==> src/rtl/core_seq_ctrl.sv <==
// core_seq_ctrl: multi-cycle sequencer for the RV32I core datapath.
// Steps each instruction through FETCH/DECODE/EXEC/MEM, gates the decoder's
// write strobes into the single cycle where they may take effect, counts
// retired instructions and traps illegal opcodes and memory timeouts.
//
// Handshake: a request (imem_req/dmem_req) is raised on entry to its wait
// state and held every cycle until the matching ack is seen high on a rising
// edge; the ack completes the access in that same cycle. Acks seen while the
// sequencer is not waiting on that memory are ignored.
module core_seq_ctrl #(
    parameter int CNT_W   = 32,
    parameter int TIMEOUT = 16
) (
    input  logic             clk,
    input  logic             rst,
    input  logic [6:0]       op,
    input  logic             RegWrite_cu,
    input  logic             MemWrite_cu,
    input  logic             imem_ack,
    input  logic             dmem_ack,
    output logic             imem_req,
    output logic             dmem_req,
    output logic             IRWrite,
    output logic             PCWrite,
    output logic             RegWrite,
    output logic             MemWrite,
    output logic             Err,
    output logic [2:0]       State,
    output logic [CNT_W-1:0] InstrCnt
);

    localparam logic [2:0] S_IDLE   = 3'b000;
    localparam logic [2:0] S_FETCH  = 3'b001;
    localparam logic [2:0] S_DECODE = 3'b010;
    localparam logic [2:0] S_EXEC   = 3'b011;
    localparam logic [2:0] S_MEM    = 3'b100;
    localparam logic [2:0] S_ERR    = 3'b111;

    // Wait counter only ever needs to reach TIMEOUT-1 before the FSM leaves.
    localparam int              WAIT_W    = $clog2(TIMEOUT);
    localparam logic [WAIT_W-1:0] WAIT_LAST = WAIT_W'(TIMEOUT - 1);

    logic [2:0]        state;
    logic [2:0]        state_next;
    logic [WAIT_W-1:0] wait_cnt;
    logic [CNT_W-1:0]  instr_cnt;
    logic              err;
    logic              op_legal;
    logic              op_mem;
    logic              retire;
    logic              wait_stay;

    // Opcode classification for the DECODE branch.
    always_comb begin
        op_legal = 1'b0;
        op_mem   = 1'b0;
        case (op)
            7'b0000011,
            7'b0100011: begin
                op_legal = 1'b1;
                op_mem   = 1'b1;
            end
            7'b0010011,
            7'b0010111,
            7'b0110011,
            7'b0110111,
            7'b1100011,
            7'b1100111,
            7'b1101111: op_legal = 1'b1;
            default: begin
                op_legal = 1'b0;
                op_mem   = 1'b0;
            end
        endcase
    end

    // Next-state logic plus all strobes, purely from state and inputs.
    always_comb begin
        state_next = state;
        imem_req   = 1'b0;
        dmem_req   = 1'b0;
        IRWrite    = 1'b0;
        PCWrite    = 1'b0;
        RegWrite   = 1'b0;
        MemWrite   = 1'b0;
        retire     = 1'b0;
        case (state)
            S_IDLE: state_next = S_FETCH;
            S_FETCH: begin
                imem_req = 1'b1;
                if (imem_ack) begin
                    IRWrite    = 1'b1;
                    state_next = S_DECODE;
                end else if (wait_cnt == WAIT_LAST) begin
                    state_next = S_ERR;
                end
            end
            S_DECODE: begin
                if (!op_legal)   state_next = S_ERR;
                else if (op_mem) state_next = S_MEM;
                else             state_next = S_EXEC;
            end
            S_EXEC: begin
                RegWrite   = RegWrite_cu;
                PCWrite    = 1'b1;
                retire     = 1'b1;
                state_next = S_FETCH;
            end
            S_MEM: begin
                dmem_req = 1'b1;
                MemWrite = MemWrite_cu;
                if (dmem_ack) begin
                    RegWrite   = RegWrite_cu;
                    PCWrite    = 1'b1;
                    retire     = 1'b1;
                    state_next = S_FETCH;
                end else if (wait_cnt == WAIT_LAST) begin
                    state_next = S_ERR;
                end
            end
            S_ERR:   state_next = S_ERR;
            default: state_next = S_ERR;
        endcase
    end

    // Counter runs only while the FSM stays in a wait state; any entry clears it.
    assign wait_stay = (state_next == state) && ((state == S_FETCH) || (state == S_MEM));

    // State register and sticky fault flag.
    always_ff @(posedge clk or posedge rst) begin
        if (rst) begin
            state <= S_IDLE;
            err   <= 1'b0;
        end else begin
            state <= state_next;
            if (state_next == S_ERR) err <= 1'b1;
        end
    end

    // Memory wait counter for timeout detection.
    always_ff @(posedge clk or posedge rst) begin
        if (rst)            wait_cnt <= '0;
        else if (wait_stay) wait_cnt <= wait_cnt + WAIT_W'(1);
        else                wait_cnt <= '0;
    end

    // Retired-instruction counter; wraps naturally at 2^CNT_W.
    always_ff @(posedge clk or posedge rst) begin
        if (rst)         instr_cnt <= '0;
        else if (retire) instr_cnt <= instr_cnt + CNT_W'(1);
    end

    assign State    = state;
    assign Err      = err;
    assign InstrCnt = instr_cnt;

endmodule

==> config.mk <==
export PLATFORM = sky130hd
export DESIGN_NAME = core_seq_ctrl
export DESIGN_NICKNAME = d
export VERILOG_FILES = /design/src/rtl/core_seq_ctrl.sv
export SDC_FILE = /design/constraint.sdc
export NUM_CORES = 1
export LEC_CHECK = 0
export ABC_AREA = 0
export CELL_PAD_IN_SITES_DETAIL_PLACEMENT = 1
export CELL_PAD_IN_SITES_GLOBAL_PLACEMENT = 1
export CORE_MARGIN = 10
export CORE_UTILIZATION = 33
export DETAILED_ROUTE_END_ITERATION = 8
export GPL_TIMING_DRIVEN = 0
export PLACE_DENSITY_LB_ADDON = 0.1
export SETUP_SLACK_MARGIN = 0.02
export SYNTH_ARGS = -nofsm -noshare
export SYNTH_HDL_FRONTEND = slang
export SYNTH_SLANG_ARGS = --single-unit
==> constraint.sdc <==
create_clock -name clk -period 1.85 [get_ports clk]
set_input_delay 0.555 -clock clk [delete_from_list [all_inputs] [get_ports clk]]
set_output_delay 0.555 -clock clk [all_outputs]
set_load 0.02 [all_outputs]
Fig. 1: run 1, routing congestion map
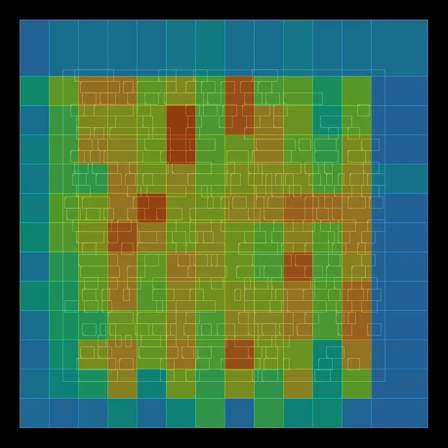
Util after Layout: 53.6%
GRT Total Usage: 12.0%
grt peak-use layer: met2
GRT met2 Usage: 20.5%

Fig. 2: run 1, gate families picked out
Scale bar: 20 um.
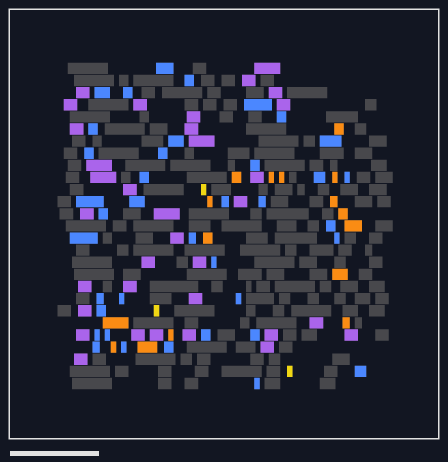
- blue: NAND gates (cells 38)
- yellow: inverters (cells 3; most used inv_1)
- purple: XOR/XNOR gates (cells 34; most used xnor2_1)
- orange: NOR gates (cells 16; most used nor2_1)

==> summary.txt, run 1 <==
fresh numbers from the pnr run: GRT overflow 0, number of fill cells 609, Top Layout Cells dlygate4sd2_1 (39), dfrtp_1 (38), xnor2_1 (25), buf_4 (16), buf_6 (13), Cell variety after synth 39, Final min period 2.11 ns, Rel. slew slack 43.8%, RSZ-0062 raised after global routing true, syn_nets 189, Max-Cap Viols 0, row count 27, clock buffers created by TritonCTS 5, Reg-to-Reg Start State[0], worst path buffer plus inverter count 2, type of destination of the critical path primary output, register bit total from synthesis 40, vias in the first global route 1,766, fin cells 328, clock-pin transition on the worst setup and hold timing paths 0.07 ns, DRC violation count after routing 0, clk root buf clkbuf_8, Least-Margin Pin Slew 0.842 ns, pre-CTS setup slack -1.10 ns, CP max stage delay 0.27 ns, area of the core 0.00557 sq mm, die area 0.00923 sq mm, Yosys chip area 0.00191 sq mm, initial antenna violation count 0, share of layout cells above drive strength 1 32.0%, Hold Path Sink wait_cnt[0], routed length per placed instance 17.3 um, crit path cell chain clkdlybuf4s15_2 -> and4bb_2 -> or2_4 -> and2_4 -> buf_6, First-pass DRT Iterations 2, RD Place Congestion 0.793, post-synthesis cell area 0.00191 sq mm, Post-Route WL 5680 um, Pwr per Cell Area 1040 mW/mm^2, main area contributors dfrtp_1 (52%), xnor2_1 (14%), and3_1 (2.9%), nand4_1 (2.9%), nand3_1 (2.9%), IO Pins 55, tool warnings 29, R2R Setup Slk -0.18 ns, status finished, violations left, min-delay worst type flop to flop, Syn. warnings 0, RR Endpoint wait_cnt[1], period utilisation layout 114%, CTS Hold Bufs 0, area leader, netlist dfrtp_1, post-route antenna net violation count 0, worst hold start wait_cnt[0], die height 96.1 um, CTS tree yes, leakage 1.48 nW, placed cell count 300, maximum vdd ir drop 0.479 mV, final net count 270, n_diodes 0, final setup fails 19, Final WS setup -0.262 ns, async set-reset flop share out of synthesis 100%, yosys stat cell total 174, most numerous logic cell after layout dlygate4sd2_1, post-synthesis average cell area 11.0 sq um, Gate Count Post-Synth 174, fmax 473 MHz, FF-to-FF path depth 8, largest net degree at the start of global routing 41, Dominant Register Cell dfrtp_1, top cell family by delay on the critical path simple AND/OR/NAND/NOR gates, number of enable flip-flop cells 0, first-pass GRT wire length 8800 um, Vias/cell 4.90, final hold violations 0, DP HPWL 3780 um, clk buf depth 2, Critical Path RT 1.29 ns, violated checks setup timing, port bufs 54, CTS H-tree depth 2, Iter 0 DRT Violations 38, CP Class primary input to primary output, Crit Path Max Fanout 4, Starting Density 34.3%, CP startpoint kind primary input, Post-synth seq share 52.4%, clk sink count 40, area share, top type 52.4%, Slew Viols, Final 0, Die X 96.1 um, CP Data Arrival Time 1.56 ns, via count 1,608, CP max stage cell or2_4
Fig. 3: run 1, routed clock nets over the placement
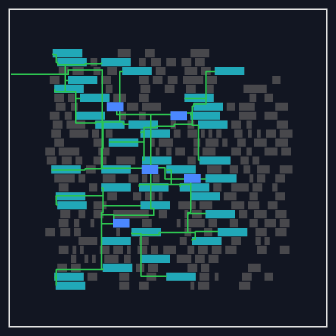
- cyan: flip-flops (count 40)
- blue: cells driving clock nets (count 5)
- green: clock wires (length 534 um)
- routed clock nets: 6
Clock power frac: 22.6%
Final Skew: 0.00949 ns
Clk power: 704 uW
Skew-Pair Late Insertion Delay: 0.29 ns

Fig. 4: run 1, drive-strength map
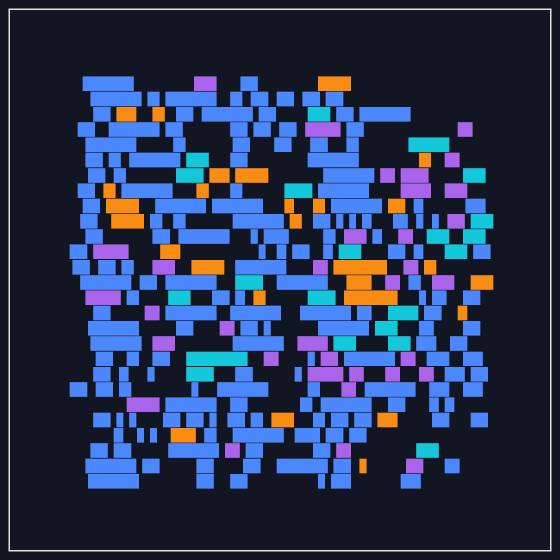
- blue: drive 1 or less (cells 174; share 68%)
- orange: drive 2 (cells 27; share 11%)
- cyan: drive 6 and up (cells 21; share 8.2%)
- purple: drive 3 to 4 (cells 34; share 13%)
bufs w/o clock: 80
Area Growth Syn to Fin: 56.6%
Final WS setup: -0.262 ns
Final Cell Area: 0.00299 sq mm

## run 1: state kept, by name, summed over array words and instances, names as in the netlist
| register | cells |
|---|---|
| Err | 1 |
| InstrCnt | 32 |
| State | 3 |
| wait_cnt | 4 |
## run 1: layer usage
metal  part of all wire, %  vias to the layer above  global-route usage [%]  routed length [um]
met5                     0                        -                       0                   0
met4                   1.1                        0                    3.69                  61
met3                   7.5                        5                    4.59                 424
met2                    51                       34                    20.5                2920
met1                    40                      807                    13.5                2270
li1                      -                      762                       -                   -
## run 1: logic make-up (layout without fill, tap and decap cells)
logic type / count (synthesis) / in the layout / synth area share, %
AOI/OAI and AO/OA: 13 / 13 / 4.98
DFF: 40 / 40 / 52.4
and+or+nand+nor: 74 / 74 / 21.7
xor gates and xnor gates: 34 / 34 / 15.6
buffers and inverters: 9 / 91 / 2.62
adders and majority gates: 2 / 2 / 1.31
muxes: 2 / 2 / 1.38
## run 1: synth_stat cells (2+ instances only)
cell type  instances
dfrtp_1           40
xnor2_1           30
nand2_1           14
nand3_1           11
nor2_1            11
and3_1             9
nand4_1            9
and2_1             5
xor2_1             4
inv_1              3
a21oi_1            2
and4_1             2
buf_4              2
clkbuf_1           2
ha_1               2
nand2b_1           2
nand3b_1           2
nor3_1             2
o21ai_0            2
## run 1: power breakdown
group | internal [mW] | switching (mW) | leakage (nW)
clock | 0.401 | 0.304 | 0.0552
sequential | 0.977 | 0.118 | 0.530
combinational | 0.694 | 0.626 | 0.898
total | 2.07 | 1.05 | 1.48
## run 1: stage by stage
| step | cell area [sq um] | hold slack, ns | TNS (ns) | total power [mW] |
|---|---|---|---|---|
| CTS | 2770 | 0.460 | -0.924 | 2.99 |
| global route | 2990 | 0.492 | -3.26 | 3.31 |
| floorplan | 1930 | 0.429 | -0.0347 | 1.72 |
| detailed placement | 2560 | 0.449 | -18.45 | 2.13 |
| finish | 2990 | 0.460 | -2.03 | 3.12 |
| global placement | 2560 | 0.442 | -35.46 | 2.09 |
## run 1: timing repair
item | CTS | global route
pin swaps | 13 | 19
setup buffers | 13 | 10
endpoints found under the setup margin | 65 | 30
gates cloned | 0 | 1
gates resized | 92 | 36
## run 1: layout make-up
| cell class | count | area, sq um | area share (%) |
|---|---|---|---|
| Clock buffer | 6 | 72.6 | 2.43 |
| Buffer | 3 | 33.8 | 1.13 |
| Multi-Input combinational cell | 125 | 1040 | 34.8 |
| Sequential cell | 40 | 1000 | 33.6 |
| Inverter | 3 | 11.3 | 0.377 |
| Tap cell | 72 | 90.1 | 3.01 |
| Clock inverter | 2 | 35.0 | 1.17 |
| Timing Repair Buffer | 77 | 703 | 23.5 |
## run 1: worst max-delay path by stage
| stage | to | slack (ns) | cells past startpoint | from |
|---|---|---|---|---|
| after CTS | RegWrite | -0.27 | 5 | State[0] |
| after global placement | RegWrite | -1.10 | 6 | dmem_ack |
| after floorplan | RegWrite | -0.03 | 4 | dmem_ack |
| after detailed placement | RegWrite | -1.10 | 6 | dmem_ack |
| final | RegWrite | -0.26 | 5 | dmem_ack |
| after global routing | RegWrite | -0.30 | 5 | State[0] |
==> run 2: changes to the inputs <==
--- a/config.mk
+++ b/config.mk
@@ -8,8 +8,9 @@
 export ABC_AREA = 0
 export CELL_PAD_IN_SITES_DETAIL_PLACEMENT = 1
 export CELL_PAD_IN_SITES_GLOBAL_PLACEMENT = 1
-export CORE_MARGIN = 10
+export CORE_MARGIN = 2
 export CORE_UTILIZATION = 33
+export CTS_CLUSTER_DIAMETER = 120
 export DETAILED_ROUTE_END_ITERATION = 8
 export GPL_TIMING_DRIVEN = 0
 export PLACE_DENSITY_LB_ADDON = 0.1
==> run 2 against run 1 <==
Effect of this change: the run still ends with setup timing left; first-iteration DRC count shrank 7.9%; routed wire length shrank 6.2%; register-to-register slack gained 0.04 ns; global-route usage grew 4.4 points; critical endpoint unchanged; clock skew grew 0.0026 ns; utilization grew 1.1 points; combinational power is essentially flat; total power shrank 0.28%; final cell count grew 1.5%; clock power grew 3%.
==> summary.txt, run 2 <==
fresh numbers from the pnr run: post-route antenna net violation count 0 (unchanged), Comb power frac 41.3% (was 42.3%), clock-pin transition on the worst setup and hold timing paths 0.08 ns (was 0.07 ns), Syn. warnings 0 (unchanged), RSZ-0062 raised after global routing true (unchanged), min-delay worst type flop to flop (unchanged), Critical Path RT 1.29 ns (about the same), async set-reset flop share out of synthesis 100% (unchanged), Area Growth Syn to Fin 58.8% (was 56.6%), initial antenna violation count 0 (unchanged), top cells by count dfrtp_1 (40), xnor2_1 (30), nand2_1 (14), nand3_1 (11), nor2_1 (11) (unchanged), main area contributors dfrtp_1 (52%), xnor2_1 (14%), and3_1 (2.9%), nand4_1 (2.9%), nand3_1 (2.9%) (unchanged), tool warnings 29 (unchanged), most frequent cell after synthesis dfrtp_1 (unchanged), fmax 480 MHz (was 473 MHz), routed length per placed instance 16.0 um (was 17.3 um), Top Layout Cells dlygate4sd2_1 (40), dfrtp_1 (38), buf_4 (26), xnor2_1 (24) (was dlygate4sd2_1 (39), dfrtp_1 (38), xnor2_1 (25), buf_4 (16), buf_6 (13)), final setup fails 21 (was 19), GRT overflow 0 (unchanged), violated checks setup timing (unchanged), fin cells 333 (was 328), via count 1,660 (was 1,608), syn_nets 189 (unchanged), type of destination of the critical path primary output (unchanged), final net count 275 (was 270), die height 80.1 um (was 96.1 um), GRT Total Usage 16.4% (was 12.0%), Post-synth seq share 52.4% (unchanged), post-synthesis average cell area 11.0 sq um (unchanged), placed cell count 300 (unchanged), DRC violation count after routing 0 (unchanged), clk buf depth 2 (unchanged), Dominant Register Cell dfrtp_1 (unchanged), area of the core 0.00554 sq mm (was 0.00557 sq mm), post-synthesis cell area 0.00191 sq mm (unchanged), max FFs per register 32 (unchanged), register share of total power 35.4% (was 35.1%), final hold violations 0 (unchanged), number of fill cells 613 (was 609), Post-Route WL 5320 um (was 5680 um), row count 27 (unchanged), most numerous logic cell after layout dlygate4sd2_1 (unchanged), Max-Cap Viols 0 (unchanged), Final Cell Area 0.00303 sq mm (was 0.00299 sq mm), IO Pins 55 (unchanged), Crit Path Max Fanout 4 (unchanged), Pwr per Cell Area 1030 mW/mm^2 (was 1040 mW/mm^2), Iter 0 DRT Violations 35 (was 38), switching pwr 1.06 mW (was 1.05 mW), vias in the first global route 1,741 (was 1,766), Final Skew 0.0121 ns (was 0.00949 ns), CTS H-tree depth 2 (unchanged), Vias/cell 4.98 (was 4.90), First-pass DRT Iterations 4 (was 2), Die X 80.1 um (was 96.1 um), hold slack 0.468 ns (was 0.460 ns), Final WS setup -0.233 ns (was -0.262 ns), n_diodes 0 (unchanged), Skew-Pair Late Insertion Delay 0.30 ns (was 0.29 ns), switch share 34.1% (was 33.6%), share of layout cells above drive strength 1 34.5% (was 32.0%), Starting Density 34.5% (was 34.3%), Slew Viols, Final 0 (unchanged), Gate Count Post-Synth 174 (unchanged), CP startpoint kind flop (was primary input), clk root buf clkbuf_8 (unchanged), Least-Margin Pin Slew 0.840 ns (was 0.842 ns), period utilisation layout 113% (was 114%), DP HPWL 3410 um (was 3780 um), clock buffers created by TritonCTS 5 (unchanged), CP Class flop to primary output (was primary input to primary output), Cell variety after synth 39 (unchanged), Clock power frac 23.2% (was 22.6%), port bufs 54 (unchanged), placed cell areas 0.00256 sq mm (unchanged), area share, top type 52.4% (unchanged), clk sink count 40 (unchanged), Yosys chip area 0.00191 sq mm (unchanged), register bit total from synthesis 40 (unchanged), largest net degree at the start of global routing 41 (unchanged), number of enable flip-flop cells 0 (unchanged), Rel. slew slack 43.9% (was 43.8%), die area 0.00641 sq mm (was 0.00923 sq mm), yosys stat cell total 174 (unchanged), maximum vdd ir drop 0.486 mV (was 0.479 mV), CTS Hold Bufs 0 (unchanged), area leader, netlist dfrtp_1 (unchanged), CP Data Arrival Time 1.53 ns (was 1.56 ns), leakage 1.54 nW (was 1.48 nW), first-pass GRT wire length 8190 um (was 8800 um), Final min period 2.08 ns (was 2.11 ns), RD Place Congestion 0.756 (was 0.793), status finished, violations left (unchanged), P_int 2.05 mW (was 2.07 mW), CTS tree yes (unchanged)
run 2: cell families after synthesis:
kind of cell | after synthesis | synth area share [%]
simple gates | 74 | 21.7
xor+xnor | 34 | 15.6
buf+inv | 9 | 2.62
fa+ha+maj | 2 | 1.31
flops | 40 | 52.4
compound gates | 13 | 4.98
mux | 2 | 1.38
run 2: worst max-delay path: stages (launching register included):
cell	delay, ns
dfrtp_2	0.37
buf_4	0.10
and4bb_2	0.24
or2_4	0.26
and2_4	0.14
buf_6	0.12
run 2: path summary, 6_finish.rpt:
kind | to | slack (ns) | start | cells after the start
max in group asynchronous | State[0] | 0.51 | rst | 2
worst max-delay path | RegWrite | -0.23 | State[0] | 5
worst min-delay path | wait_cnt[0] | 0.47 | wait_cnt[0] | 1
worst min register to register | wait_cnt[0] | 0.47 | wait_cnt[0] | 1
worst max register to register | State[0] | -0.14 | State[0] | 12
min in group asynchronous | InstrCnt[20] | 0.76 | rst | 2
run 2: repair_timing:
action,CTS,global route
pin swaps,11,15
resized,80,50
gates cloned,0,1
buffers inserted,16,10
hold endpoints to repair,0,0
endpoints found under the setup margin,66,27
run 2: routing by layer:
metal  up-vias  track usage [%]  wire [um]  share of wire [%]
met5         -                0          0                  0
met4         0             4.58         54                1.0
met3         7             4.38        210                3.9
met2        37             29.3       2830                 53
met1       845             19.2       2230                 42
li1        771                -          -                  -
run 2: through the flow:
stage	power, mW	setup WS [ns]	TNS, ns
2_1_floorplan	1.72	-0.0347	-0.0347
3_3_place_gp	2.09	-1.09	-36.27
3_5_place_dp	2.12	-1.12	-18.91
4_1_cts	2.92	-0.278	-0.467
5_1_grt	3.28	-0.280	-3.28
6_report	3.11	-0.233	-1.59
run 2: layout make-up:
cell class / instances / area, sq um / share of cell area, %
Multi-Input combinational cell: 125 / 1070 / 35.3
Sequential cell: 40 / 1000 / 33.1
Timing Repair Buffer: 81 / 693 / 22.9
Tap cell: 72 / 90.1 / 2.97
Clock buffer: 5 / 68.8 / 2.27
Buffer: 4 / 52.6 / 1.73
Clock inverter: 3 / 42.5 / 1.40
Inverter: 3 / 11.3 / 0.371
run 2: power groups by stage:
| stage | registers [mW] | logic [mW] | clock network [mW] |
|---|---|---|---|
| global route | 1.12 | 1.38 | 0.777 |
| finish | 1.10 | 1.29 | 0.723 |
| global placement | 1.12 | 0.975 | 0 |
| CTS | 1.11 | 1.07 | 0.739 |
| detailed placement | 1.13 | 0.997 | 0 |
| floorplan | 1.19 | 0.529 | 0 |
Fig. 5: run 2, routing congestion map
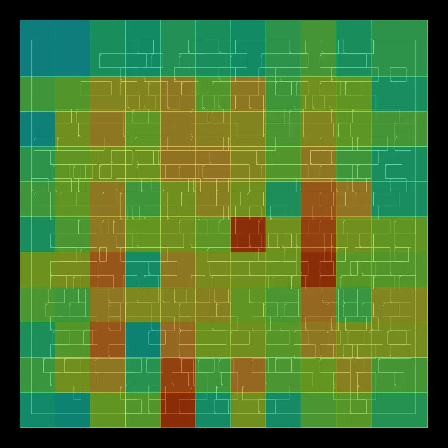
Util after Layout: 54.7%
met3 Resource Use GR: 4.38%
met1 usage: 19.2%

==> run 3: changes to the inputs <==
--- a/config.mk
+++ b/config.mk
@@ -6,6 +6,7 @@
 export NUM_CORES = 1
 export LEC_CHECK = 0
 export ABC_AREA = 0
+export CAP_MARGIN = 20
 export CELL_PAD_IN_SITES_DETAIL_PLACEMENT = 1
 export CELL_PAD_IN_SITES_GLOBAL_PLACEMENT = 1
 export CORE_MARGIN = 2
==> run 3 against run 2 <==
Effect of this change: the flow still finishes with violations (setup timing); fmax unchanged; via count stayed put; cell area unchanged; critical path type unchanged; global-route usage stayed put.
==> summary.txt, run 3 <==
fresh numbers from the pnr run: WL met3 210 um (unchanged), Final WS setup -0.233 ns (unchanged), leakage 1.54 nW (unchanged), CP Data Arrival Time 1.53 ns (about the same), Max-Cap Viols 0 (unchanged), routed length per placed instance 16.0 um (unchanged), post-route antenna net violation count 0 (unchanged), fin cells 333 (unchanged), clk root buf clkbuf_8 (unchanged), async set-reset flop share out of synthesis 100% (unchanged), Area Growth Syn to Fin 58.8% (unchanged), Yosys chip area 0.00191 sq mm (unchanged), row count 27 (unchanged), Crit Path Max Fanout 4 (unchanged), IO Pins 55 (unchanged), largest net degree at the start of global routing 41 (unchanged), CTS H-tree depth 2 (unchanged), status finished, violations left (unchanged), area of the core 0.00554 sq mm (unchanged), pre-CTS setup slack -1.12 ns (unchanged), Cell variety after synth 39 (unchanged), RSZ-0062 raised after global routing true (unchanged), Syn. warnings 0 (unchanged), Util after Layout 54.7% (unchanged), DRC violation count after routing 0 (unchanged), Final Skew 0.0121 ns (unchanged), CTS tree yes (unchanged), number of enable flip-flop cells 0 (unchanged), placed cell count 300 (unchanged), GRT Total Usage 16.4% (unchanged), First-pass DRT Iterations 4 (unchanged), max FFs per register 32 (unchanged), Clock power frac 23.2% (about the same), min-delay worst type flop to flop (unchanged), CTS Hold Bufs 0 (unchanged), Top Layout Cells dlygate4sd2_1 (40), dfrtp_1 (38), buf_4 (26), xnor2_1 (24) (unchanged), Setup Total Neg Slack -1.59 ns (unchanged), CP Class flop to primary output (unchanged), GRT overflow 0 (unchanged), total power 3.11 mW (unchanged), Critical Path RT 1.29 ns (about the same), top cells by count dfrtp_1 (40), xnor2_1 (30), nand2_1 (14), nand3_1 (11), nor2_1 (11) (unchanged), most numerous logic cell after layout dlygate4sd2_1 (unchanged), Skew-Pair Late Insertion Delay 0.30 ns (about the same), initial antenna violation count 0 (unchanged), DP HPWL 3410 um (unchanged), type of destination of the critical path primary output (unchanged), area leader, netlist dfrtp_1 (unchanged), syn_nets 189 (unchanged), hold path cells 1 (unchanged), violated checks setup timing (unchanged), metal2 WL 2830 um (unchanged), post-synthesis average cell area 11.0 sq um (unchanged), clock-pin transition on the worst setup and hold timing paths 0.08 ns (about the same), via count 1,660 (unchanged), period utilisation layout 113% (unchanged), Starting Density 34.5% (unchanged), tool warnings 29 (unchanged), clk sink count 40 (unchanged), n_diodes 0 (unchanged), hold slack 0.468 ns (unchanged), maximum vdd ir drop 0.486 mV (unchanged), final setup fails 21 (unchanged), main area contributors dfrtp_1 (52%), xnor2_1 (14%), and3_1 (2.9%), nand4_1 (2.9%), nand3_1 (2.9%) (unchanged), FF-to-FF path depth 12 (unchanged), Final min period 2.08 ns (unchanged), switching pwr 1.06 mW (unchanged), area share, top type 52.4% (unchanged)
run 3: final timing paths:
check	slack, ns	end	from
max	-0.23	RegWrite	State[0]
min	0.47	wait_cnt[0]	wait_cnt[0]
max reg2reg	-0.14	State[0]	State[0]
min reg2reg	0.47	wait_cnt[0]	wait_cnt[0]
max in group asynchronous	0.51	State[0]	rst
min in group asynchronous	0.76	InstrCnt[20]	rst
run 3: power groups by stage:
stage               combinational, mW  clock (mW)  sequential [mW]
floorplan                       0.529           0             1.19
global placement                0.975           0             1.12
detailed placement              0.997           0             1.13
CTS                              1.07       0.739             1.11
global route                     1.38       0.777             1.12
finish                           1.29       0.723             1.10
run 3: worst max-delay path: stages, from the launching register on:
cell and delay (ns):
dfrtp_2 0.37, buf_4 0.10, and4bb_2 0.24, or2_4 0.26, and2_4 0.14, buf_6 0.12
run 3: per-layer routing:
metal	GRT usage, %	vias up
met4	4.58	0
li1	-	771
met1	19.2	845
met5	0	-
met3	4.38	7
met2	29.3	37
run 3: kinds of logic after synthesis:
group | after synthesis | synth area share, %
XOR/XNOR | 34 | 15.6
AND/OR/NAND/NOR | 74 | 21.7
flip-flops | 40 | 52.4
multiplexers | 2 | 1.38
AND-OR/OR-AND | 13 | 4.98
buffers and inverters | 9 | 2.62
adder cells (fa/ha/maj) | 2 | 1.31
run 3: final cells by class:
cell class	instances	area (sq um)
multi-input combinational	125	1070
clock buffer	5	68.8
fill	613	2510
inverter	3	11.3
clock inverter	3	42.5
tap	72	90.1
buffer	4	52.6
timing repair buffer	81	693
sequential	40	1000
run 3: what timing repair did:
item,4_1_cts,5_1_grt
endpoints found under the hold margin,0,0
buffers inserted,16,10
pin swaps,11,15
gates resized,80,50
gates cloned,0,1
endpoints found under the setup margin,66,27
Fig. 6: run 3, drive-strength map
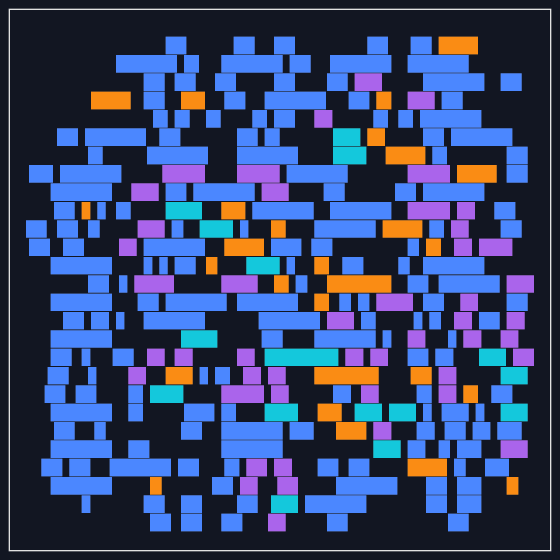
- purple: drive 3 to 4 (cells 47; share 18%)
- cyan: drive 6 and up (cells 16; share 6.1%)
- blue: drive 1 or less (cells 171; share 66%)
- orange: drive 2 (cells 27; share 10%)


==> gallery <==
The metal 3 layer.
picture 1
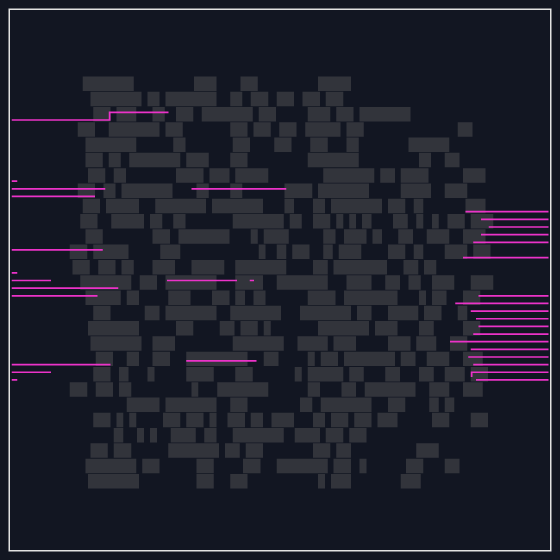
picture 2
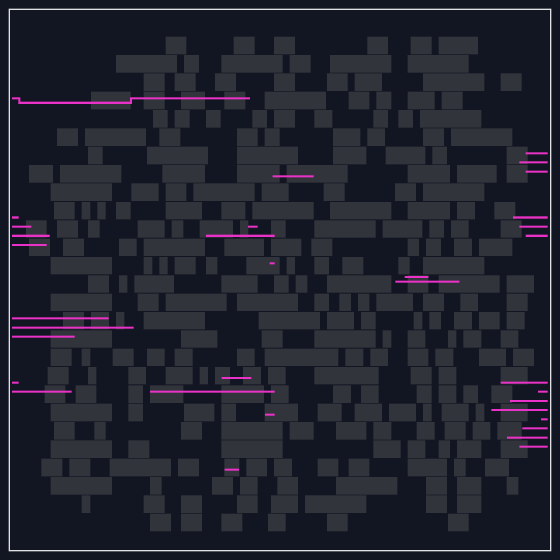
picture 1 -> run 1
picture 2 -> run 3

Key to picture 2:
- longest straight run: 18.2 um
- wire length on this layer: 211 um

Power and IR drop assume default switching activity.
